===== config.mk =====
export PLATFORM = sky130hd
export DESIGN_NAME = m65c02_reg_file_flat
export DESIGN_NICKNAME = d
export VERILOG_FILES = /design/src/rtl/m65c02_reg_file_pkg.sv /design/src/rtl/m65c02_reg_file_if.sv /design/src/rtl/m65c02_reg_stk.sv /design/src/rtl/m65c02_reg_file.sv /design/src/flat_wrapper.sv
export SDC_FILE = /design/constraint.sdc
export NUM_CORES = 1
export LEC_CHECK = 0
export ABC_AREA = 1
export CORE_MARGIN = 2
export CORE_UTILIZATION = 30
export CTS_CLUSTER_DIAMETER = 80
export DETAILED_ROUTE_END_ITERATION = 10
export GPL_TIMING_DRIVEN = 0
export PLACE_DENSITY_LB_ADDON = 0.25
export SYNTH_ARGS = -nofsm -noshare
export SYNTH_HDL_FRONTEND = slang
export SYNTH_HIERARCHICAL = 1
export SYNTH_SLANG_ARGS = --single-unit

===== constraint.sdc =====
create_clock -name Clk -period 1.5 [get_ports Clk]
set_input_delay 0.3 -clock Clk [delete_from_list [all_inputs] [get_ports Clk]]
set_output_delay 0.3 -clock Clk [all_outputs]
set_load 0.005 [all_outputs]

===== src/rtl/m65c02_reg_file_pkg.sv =====
// Shared encodings and constants for the M65C02A architectural register file.
// Optional 3-level register stacks are enabled by the REG_STACK_EN macro.
package m65c02_reg_file_pkg;

  typedef enum logic [1:0] {
    STK_HOLD = 2'b00,
    STK_PUSH = 2'b01,
    STK_PULL = 2'b10,
    STK_NOP  = 2'b11
  } stk_op_t;

  typedef enum logic [1:0] {
    RS_NONE = 2'b00,
    RS_DUP  = 2'b01,
    RS_SWP  = 2'b10,
    RS_ROT  = 2'b11
  } rs_op_t;

  typedef enum logic [1:0] {
    RS_SEL_A    = 2'b00,
    RS_SEL_X    = 2'b01,
    RS_SEL_Y    = 2'b10,
    RS_SEL_NONE = 2'b11
  } rs_sel_t;

  localparam int P_N = 7;
  localparam int P_V = 6;
  localparam int P_D = 3;
  localparam int P_I = 2;
  localparam int P_Z = 1;
  localparam int P_C = 0;

  // Bits 5 and 4 have no storage; they always read back as 1.
  localparam logic [7:0] P_STORE_MASK = 8'((1 << P_N) | (1 << P_V) | (1 << P_D) |
                                           (1 << P_I) | (1 << P_Z) | (1 << P_C));
  localparam logic [7:0] P_FIXED_ONES = ~P_STORE_MASK;

  localparam logic [7:0] S_RST  = 8'hFF;
  localparam logic [7:0] P_RST  = 8'h34;
  localparam logic [7:0] STK_PG = 8'h01;

endpackage


===== src/rtl/m65c02_reg_file_if.sv =====
// Control/result bundle between the write-select decoder/ALU and the register file.
interface m65c02_reg_file_if;
  import m65c02_reg_file_pkg::*;

  logic        Rdy;
  logic        SelA;
  logic        SelX;
  logic        SelY;
  logic        SelP;
  logic        SelS;
  logic [7:0]  Out;
  logic [7:0]  PSW_In;
  stk_op_t     Stk_Op;
  logic        Int_Ack;
  rs_sel_t     RS_Sel;
  rs_op_t      RS_Op;

  logic [7:0]  A;
  logic [7:0]  X;
  logic [7:0]  Y;
  logic [7:0]  S;
  logic [7:0]  P;
  logic [15:0] Stk_Addr;

  modport master (
    output Rdy, SelA, SelX, SelY, SelP, SelS, Out, PSW_In, Stk_Op, Int_Ack, RS_Sel, RS_Op,
    input  A, X, Y, S, P, Stk_Addr
  );

  modport slave (
    input  Rdy, SelA, SelX, SelY, SelP, SelS, Out, PSW_In, Stk_Op, Int_Ack, RS_Sel, RS_Op,
    output A, X, Y, S, P, Stk_Addr
  );

endinterface


===== src/rtl/m65c02_reg_stk.sv =====
// One 8-bit register; with REG_STACK_EN it becomes a 3-level stack {TOS, NOS, BOS}.
// One-cycle write latency; all updates stall while Rdy is low.
module m65c02_reg_stk
  import m65c02_reg_file_pkg::*;
(
  input  logic       Clk,
  input  logic       nRst,
  input  logic       Rdy,
  input  logic       WE,
  input  logic [7:0] D,
  input  rs_op_t     Op,
  input  logic       En,
  output logic [7:0] TOS
);

`ifdef REG_STACK_EN
  logic [7:0] nos;
  logic [7:0] bos;
  logic [7:0] tos_n;
  logic [7:0] nos_n;
  logic [7:0] bos_n;

  always_comb begin
    tos_n = TOS;
    nos_n = nos;
    bos_n = bos;
    if (En) begin
      case (Op)
        RS_DUP: begin
          bos_n = nos;
          nos_n = TOS;
        end
        RS_SWP: begin
          tos_n = nos;
          nos_n = TOS;
        end
        RS_ROT: begin
          tos_n = nos;
          nos_n = bos;
          bos_n = TOS;
        end
        default: ;
      endcase
    end
    // A write only replaces the new TOS; lower levels still follow the stack op.
    if (WE) begin
      tos_n = D;
    end
  end

  always_ff @(posedge Clk or negedge nRst) begin
    if (!nRst) begin
      TOS <= 8'h00;
      nos <= 8'h00;
      bos <= 8'h00;
    end else if (Rdy) begin
      TOS <= tos_n;
      nos <= nos_n;
      bos <= bos_n;
    end
  end
`else
  logic unused_ok;
  assign unused_ok = ^{Op, En};

  always_ff @(posedge Clk or negedge nRst) begin
    if (!nRst) begin
      TOS <= 8'h00;
    end else if (Rdy && WE) begin
      TOS <= D;
    end
  end
`endif

endmodule


===== src/rtl/m65c02_reg_file.sv =====
// M65C02A architectural register file: A/X/Y (optionally 3-deep via REG_STACK_EN), S and P.
// Writes land one cycle after a Sel* strobe; Rdy=0 freezes all state; Stk_Addr is combinational.
module m65c02_reg_file
  import m65c02_reg_file_pkg::*;
#(
  parameter logic [7:0] pS_Rst = S_RST,
  parameter logic [7:0] pP_Rst = P_RST,
  parameter logic [7:0] pStkPg = STK_PG
) (
  input  logic             Clk,
  input  logic             nRst,
  m65c02_reg_file_if.slave bus
);

  logic [7:0] a_tos;
  logic [7:0] x_tos;
  logic [7:0] y_tos;
  logic       en_a;
  logic       en_x;
  logic       en_y;

  assign en_a = (bus.RS_Sel == RS_SEL_A);
  assign en_x = (bus.RS_Sel == RS_SEL_X);
  assign en_y = (bus.RS_Sel == RS_SEL_Y);

  m65c02_reg_stk u_stk_a (
    .Clk  (Clk),
    .nRst (nRst),
    .Rdy  (bus.Rdy),
    .WE   (bus.SelA),
    .D    (bus.Out),
    .Op   (bus.RS_Op),
    .En   (en_a),
    .TOS  (a_tos)
  );

  m65c02_reg_stk u_stk_x (
    .Clk  (Clk),
    .nRst (nRst),
    .Rdy  (bus.Rdy),
    .WE   (bus.SelX),
    .D    (bus.Out),
    .Op   (bus.RS_Op),
    .En   (en_x),
    .TOS  (x_tos)
  );

  m65c02_reg_stk u_stk_y (
    .Clk  (Clk),
    .nRst (nRst),
    .Rdy  (bus.Rdy),
    .WE   (bus.SelY),
    .D    (bus.Out),
    .Op   (bus.RS_Op),
    .En   (en_y),
    .TOS  (y_tos)
  );

  logic [7:0] s_q;
  logic [7:0] s_n;
  logic [7:0] s_inc;
  logic [7:0] p_q;
  logic [7:0] p_n;

  assign s_inc = s_q + 8'd1;

  always_comb begin
    s_n = s_q;
    if (bus.SelS) begin
      s_n = bus.Out;
    end else begin
      case (bus.Stk_Op)
        STK_PUSH: s_n = s_q - 8'd1;
        STK_PULL: s_n = s_inc;
        default:  s_n = s_q;
      endcase
    end
  end

  always_comb begin
    p_n = p_q;
    if (bus.SelP) begin
      p_n = bus.PSW_In & P_STORE_MASK;
    end
    // Vector fetch wins over the flag logic for I and D.
    if (bus.Int_Ack) begin
      p_n[P_I] = 1'b1;
      p_n[P_D] = 1'b0;
    end
  end

  always_ff @(posedge Clk or negedge nRst) begin
    if (!nRst) begin
      s_q <= pS_Rst;
      p_q <= pP_Rst & P_STORE_MASK;
    end else if (bus.Rdy) begin
      s_q <= s_n;
      p_q <= p_n;
    end
  end

  assign bus.A        = a_tos;
  assign bus.X        = x_tos;
  assign bus.Y        = y_tos;
  assign bus.S        = s_q;
  assign bus.P        = p_q | P_FIXED_ONES;
  assign bus.Stk_Addr = {pStkPg, (bus.Stk_Op == STK_PULL) ? s_inc : s_q};

endmodule


===== src/flat_wrapper.sv =====
// flat-port wrapper written by rule: the top's interface ports become plain ports
module m65c02_reg_file_flat import m65c02_reg_file_pkg::*;
#(
  parameter logic [7:0] pS_Rst = S_RST,
  parameter logic [7:0] pP_Rst = P_RST,
  parameter logic [7:0] pStkPg = STK_PG
)
  (Clk, nRst, bus_Rdy, bus_SelA, bus_SelX, bus_SelY, bus_SelP, bus_SelS, bus_Out, bus_PSW_In, bus_Stk_Op, bus_Int_Ack, bus_RS_Sel, bus_RS_Op, bus_A, bus_X, bus_Y, bus_S, bus_P, bus_Stk_Addr);
  m65c02_reg_file_if bus_i ();
  input  logic Clk;
  input  logic nRst;
  input wire logic [$bits(bus_i.Rdy)-1:0] bus_Rdy;
  input wire logic [$bits(bus_i.SelA)-1:0] bus_SelA;
  input wire logic [$bits(bus_i.SelX)-1:0] bus_SelX;
  input wire logic [$bits(bus_i.SelY)-1:0] bus_SelY;
  input wire logic [$bits(bus_i.SelP)-1:0] bus_SelP;
  input wire logic [$bits(bus_i.SelS)-1:0] bus_SelS;
  input wire logic [$bits(bus_i.Out)-1:0] bus_Out;
  input wire logic [$bits(bus_i.PSW_In)-1:0] bus_PSW_In;
  input wire logic [$bits(bus_i.Stk_Op)-1:0] bus_Stk_Op;
  input wire logic [$bits(bus_i.Int_Ack)-1:0] bus_Int_Ack;
  input wire logic [$bits(bus_i.RS_Sel)-1:0] bus_RS_Sel;
  input wire logic [$bits(bus_i.RS_Op)-1:0] bus_RS_Op;
  output wire logic [$bits(bus_i.A)-1:0] bus_A;
  output wire logic [$bits(bus_i.X)-1:0] bus_X;
  output wire logic [$bits(bus_i.Y)-1:0] bus_Y;
  output wire logic [$bits(bus_i.S)-1:0] bus_S;
  output wire logic [$bits(bus_i.P)-1:0] bus_P;
  output wire logic [$bits(bus_i.Stk_Addr)-1:0] bus_Stk_Addr;
  assign bus_i.Rdy = bus_Rdy;
  assign bus_i.SelA = bus_SelA;
  assign bus_i.SelX = bus_SelX;
  assign bus_i.SelY = bus_SelY;
  assign bus_i.SelP = bus_SelP;
  assign bus_i.SelS = bus_SelS;
  assign bus_i.Out = bus_Out;
  assign bus_i.PSW_In = bus_PSW_In;
  assign bus_i.Stk_Op = bus_Stk_Op;
  assign bus_i.Int_Ack = bus_Int_Ack;
  assign bus_i.RS_Sel = bus_RS_Sel;
  assign bus_i.RS_Op = bus_RS_Op;
  assign bus_A = bus_i.A;
  assign bus_X = bus_i.X;
  assign bus_Y = bus_i.Y;
  assign bus_S = bus_i.S;
  assign bus_P = bus_i.P;
  assign bus_Stk_Addr = bus_i.Stk_Addr;
  m65c02_reg_file #(.pS_Rst(pS_Rst), .pP_Rst(pP_Rst), .pStkPg(pStkPg)) u_core (.Clk(Clk), .nRst(nRst), .bus(bus_i));
endmodule

run_1/congestion.png
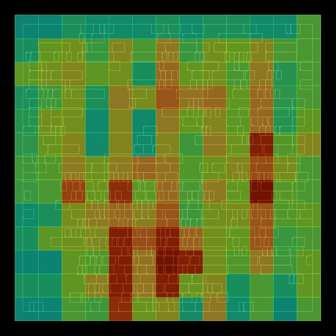
met2 usage: 0.254
grt met3 use: 0.0327
busiest grt layer: met2
post-layout util: 0.498

run_1/placement_by_type.png
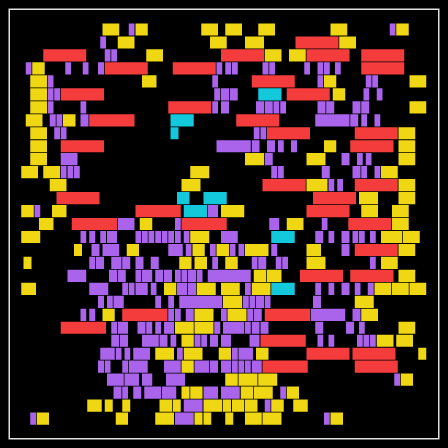
colour	class	cells
purple	combinational and other logic	232
cyan	clock drivers and dummy loads	8
yellow	remaining buffers and delay cells	128
red	sequential cells	38
Rows: 31
core area: 0.00718 mm²
Final Instance Area: 0.00357 mm²

run_1/power_grid.png
Bar = 20 µm. Pins as bars on the die edge.
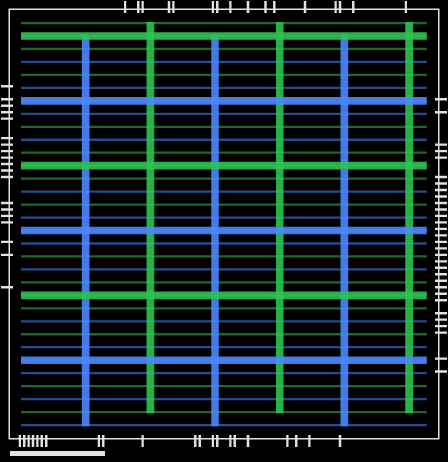
colour	net
blue	VSS
green	VDD
met4 straps	6
rows	31
met1 rails	32
Die Y: 89.8 µm
die width: 89.8 µm
Max IR drop VDD: 480 µV

run_1/cell_density.png
Bar = 20 µm. 9 x 9 tiles, from black (low) to pale yellow (high), 0 to 100% covered.
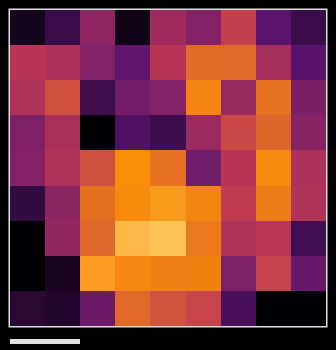
tiles over 75% full	6.2%
mean over tiles	43%
densest ninth of the die	bottom centre
nearly empty tiles	6.2%
fullest tile	87%
Pre-Place Util: 0.308

==> impl_metrics.toml, run 1 <==
# physical design summary
[outcome]
status = "complete, but fails checks"
violations = "negative setup slack"

[pwr]
powerClk_uw = 754
p_switching_mw = 1.15
swShare = 0.333
clock_power_share = 0.217
p_comb_frac = 0.404
power_density_mw_per_mm2 = 971
pg_comb_mw = 1.40
power_mw = 3.47
seqPwrFrac = 0.379
leakage_nw = 1.80

[layout]
final_cell_mix = "94 x nand2_1, 45 x clkdlybuf4s50_1, 36 x nand3_1, 34 x buf_4, 29 x dfrtp_1"
diodes = 0
nNonClkBuffers = 128
clock_buffers = 6
instances_no_fill = 505
largest_cell_class = "non-clock buffers"
buf_share = 0.329
layout.nets = 438
n_fill_cell = 675
ff_count = 38
layout_top_cell = "nand2_1"
comb_cells = 215
combGateArea_mm2 = 0.00114
register_area_um2 = 962
drive_gt1_frac = 0.323
area_growth_pct = 61.9
sh_seq_area = 0.269
nNonClkInverters = 17
clkCellAreaFrac = 0.0266

[detailed_routing]
drc = 0
finalWirelength_um = 6760
viasPerCell = 4.55
num_vias = 2299
drtIter0Drc = 119
wl_met2_um = 2990
drt-pass1-iter-count = 4
wl_met1_um = 3180
ant_nets = 0

[final_timing]
setup_ws_ns = -0.500
max_slew_margin = 0.421
timing.final.crit_period_ns = 2.00
finalSetupViolCount = 15
fin_skew_ns = 0.00163
report.final.slew_viol_count = 0
fin_crit_sh = 1.33
hold_violations = 0
worstMarginPinSlew_ns = 0.868
hold_ws_ns = 0.118
rsz0062_at_grt = "true"

[worst_setup_path]
start_kind = "flop"
endpoint = "bus_Stk_Addr[7]"
crit_slowest_cell = "dfstp_2"
rrSetupSlack_ns = -0.35
path_max_fanout = 4
cp_data_required_time_ns = 1.20
r2r_cells = 13
crit_chain = "buf_6 -> inv_8 -> nor2_4 -> buf_6 -> nand2_2 -> nand2_2 -> nand3_2 -> o21ai_1 -> buf_2"
critPathMaxStageDelay_ns = 0.57
critPathTopFamily = "flip-flops"
cp-startpoint = "u_core/bus.S[0]$_DFFE_PN1P_"
path_depth = 9

[place]
dpl.hpwl_um = 4230
gp_congestion = 0.825
preCtsSetupSlack_ns = -0.745
place_area_mm2 = 0.00303
numPlacedInstances = 457
numPortBuffers = 67

[global_route]
met1_usage = 0.240
overflow = 0
antenna_found_initial = 0
grt_start_max_net_pins = 39
grt_pass1_vias = 2225
grt_usage = 0.167

[clock_network]
cts_buffers = 5
tritoncts = "done"
post_cts_hold_buffer_count = 0
cts_resized = 95
clkTransAtPathRegs_ns = 0.08
cts-root-buf = "clkbuf_8"
postCtsSetupRepairBufs = 34

[min_path]
hp-class = "in -> async"

[run]
maxCapViolCount = 0
warning_count = 35

[die]
pin_count = 87
num_tap_cells = 99

[yosys]
yosys_warnings = 6
==> inputs of run 2 (changes only) <==
--- a/config.mk
+++ b/config.mk
@@ -8,10 +8,11 @@
 export ABC_AREA = 1
 export CORE_MARGIN = 2
 export CORE_UTILIZATION = 30
+export CTS_BUF_LIST = sky130_fd_sc_hd__clkbuf_4 sky130_fd_sc_hd__clkbuf_8
 export CTS_CLUSTER_DIAMETER = 80
 export DETAILED_ROUTE_END_ITERATION = 10
 export GPL_TIMING_DRIVEN = 0
-export PLACE_DENSITY_LB_ADDON = 0.25
+export PLACE_DENSITY = 0.67
 export SYNTH_ARGS = -nofsm -noshare
 export SYNTH_HDL_FRONTEND = slang
 export SYNTH_HIERARCHICAL = 1
==> impl_metrics.toml, run 2 <==
# physical design summary
[outcome]
status = "complete, but fails checks"
violations = "negative setup slack"

[layout]
n_fill_cell = 688
final_cell_mix = "97 x nand2_1, 43 x clkdlybuf4s50_1, 39 x buf_4, 34 x nand3_1, 29 x dfrtp_1"
layout.nets = 439
nNonClkInverters = 17
ff_count = 38
comb_cells = 215
largest_cell_class = "non-clock buffers"
comb-cell-share = 0.323
register_area_um2 = 962
nNonClkBuffers = 129
diodes = 0
instances_no_fill = 506
clock_buffers = 6
layout_top_cell = "nand2_1"
drive_gt1_frac = 0.317
area_growth_pct = 62.5
combGateArea_mm2 = 0.00116
buf_share = 0.330
clkCellAreaFrac = 0.0265

[worst_setup_path]
path_class = "reg -> out"
critPathTopFamily = "flip-flops"
cp_data_arrival_time_ns = 1.69
cp-end-kind = "output pin"
path_depth = 6
critPathBufInv = 1
cp_data_required_time_ns = 1.20
crit_slowest_cell = "dfstp_2"
crit_chain = "ha_4 -> nand3_4 -> o21ai_2 -> nand3_2 -> o21ai_1 -> buf_2"
critPathMaxStageDelay_ns = 0.63
endpoint = "bus_Stk_Addr[6]"
cp-startpoint = "u_core/bus.S[1]$_DFFE_PN1P_"
rrSetupSlack_ns = -0.41
r2r_cells = 14
path_max_fanout = 5
start_kind = "flop"

[final_timing]
setup_ws_ns = -0.493
fin_crit_sh = 1.33
worstMarginPinSlew_ns = 0.840
timing.final.crit_period_ns = 1.99
hold_ws_ns = 0.114
report.final.slew_viol_count = 0
fin_skew_ns = 0.000429
rsz0062_at_grt = "true"
finalSetupViolCount = 18
max_slew_margin = 0.440
hold_violations = 0

[clock_network]
post_cts_hold_buffer_count = 0
clock-sinks = 38
cts.htree.levels = 2
cts-root-buf = "clkbuf_8"
postCtsSetupRepairBufs = 34
clkTransAtPathRegs_ns = 0.07
cts_resized = 81
cts_buffers = 5
clk_latency_ns = 0.28
tritoncts = "done"

[global_route]
antenna_found_initial = 0
overflow = 0
met3_usage = 0.0394
grtUsageMet2 = 0.265
grt_pass1_vias = 2192
grt_start_max_net_pins = 39
grt_usage = 0.164
grt_busiest_layer = "met2"
grt_pass1_wl_um = 10700
met1_usage = 0.214

[run]
maxCapViolCount = 0
warning_count = 35

[pwr]
p_switching_mw = 1.16
power_leader = "combinational cells"
swShare = 0.333
power_density_mw_per_mm2 = 969
power_mw = 3.48
pg_comb_mw = 1.41
leakage_nw = 1.83
p_comb_frac = 0.405
clock_power_share = 0.210
seqPwrFrac = 0.385
powerClk_uw = 729

[detailed_routing]
wl_met3_um = 334
drtIter0Drc = 107
wl_met1_um = 3090
finalWirelength_um = 6910
wl_met2_um = 3350
viasPerCell = 4.52
drt-pass1-iter-count = 4
drc = 0
ant_nets = 0
num_vias = 2289
wl_per_cell_um = 13.7

[yosys]
yosys_warnings = 6
syn_area_mm2 = 0.00221
synth.avg_cell_area_um2 = 7.80

[min_path]
hp-class = "in -> async"

[die]
fp_util = 0.308
fp.dieH_um = 89.8
rows = 31
die_x_um = 89.8
num_tap_cells = 99
core_area_mm2 = 0.00718
pin_count = 87

[place]
numPortBuffers = 67
place_area_mm2 = 0.00303
preCtsSetupSlack_ns = -0.770
numPlacedInstances = 457
dpl.hpwl_um = 4230
gp_congestion = 0.836
run_2/placement_by_type.png
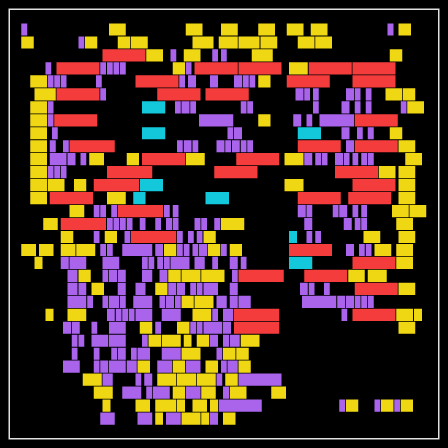
colour	class	cells
cyan	clock drivers and dummy loads	8
yellow	remaining buffers and delay cells	129
purple	combinational and other logic	232
red	sequential cells	38
post-layout util: 0.500
sequential share of cell area: 0.268
Final Instance Area: 0.00359 mm²

run_2/cell_density.png
Bar = 20 µm. 9 x 9 tiles, from black (low) to pale yellow (high), 0 to 100% covered.
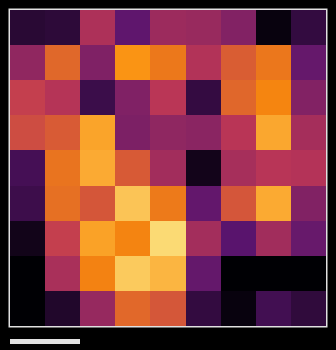
fullest tile	92%
mean over tiles	43%
nearly empty tiles	6.2%
tiles over 75% full	12%
emptiest ninth of the die	lower right

run_2/power_grid.png
Bar = 20 µm. Pins as bars on the die edge.
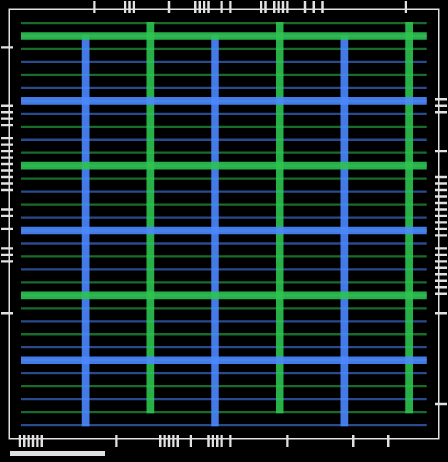
colour	net
green	VDD
blue	VSS
rows	31
met1 rails	32
met5 straps	6
signal pins	87
met4 straps	6
Max IR drop VDD: 355 µV

Power and IR drop assume default switching activity.
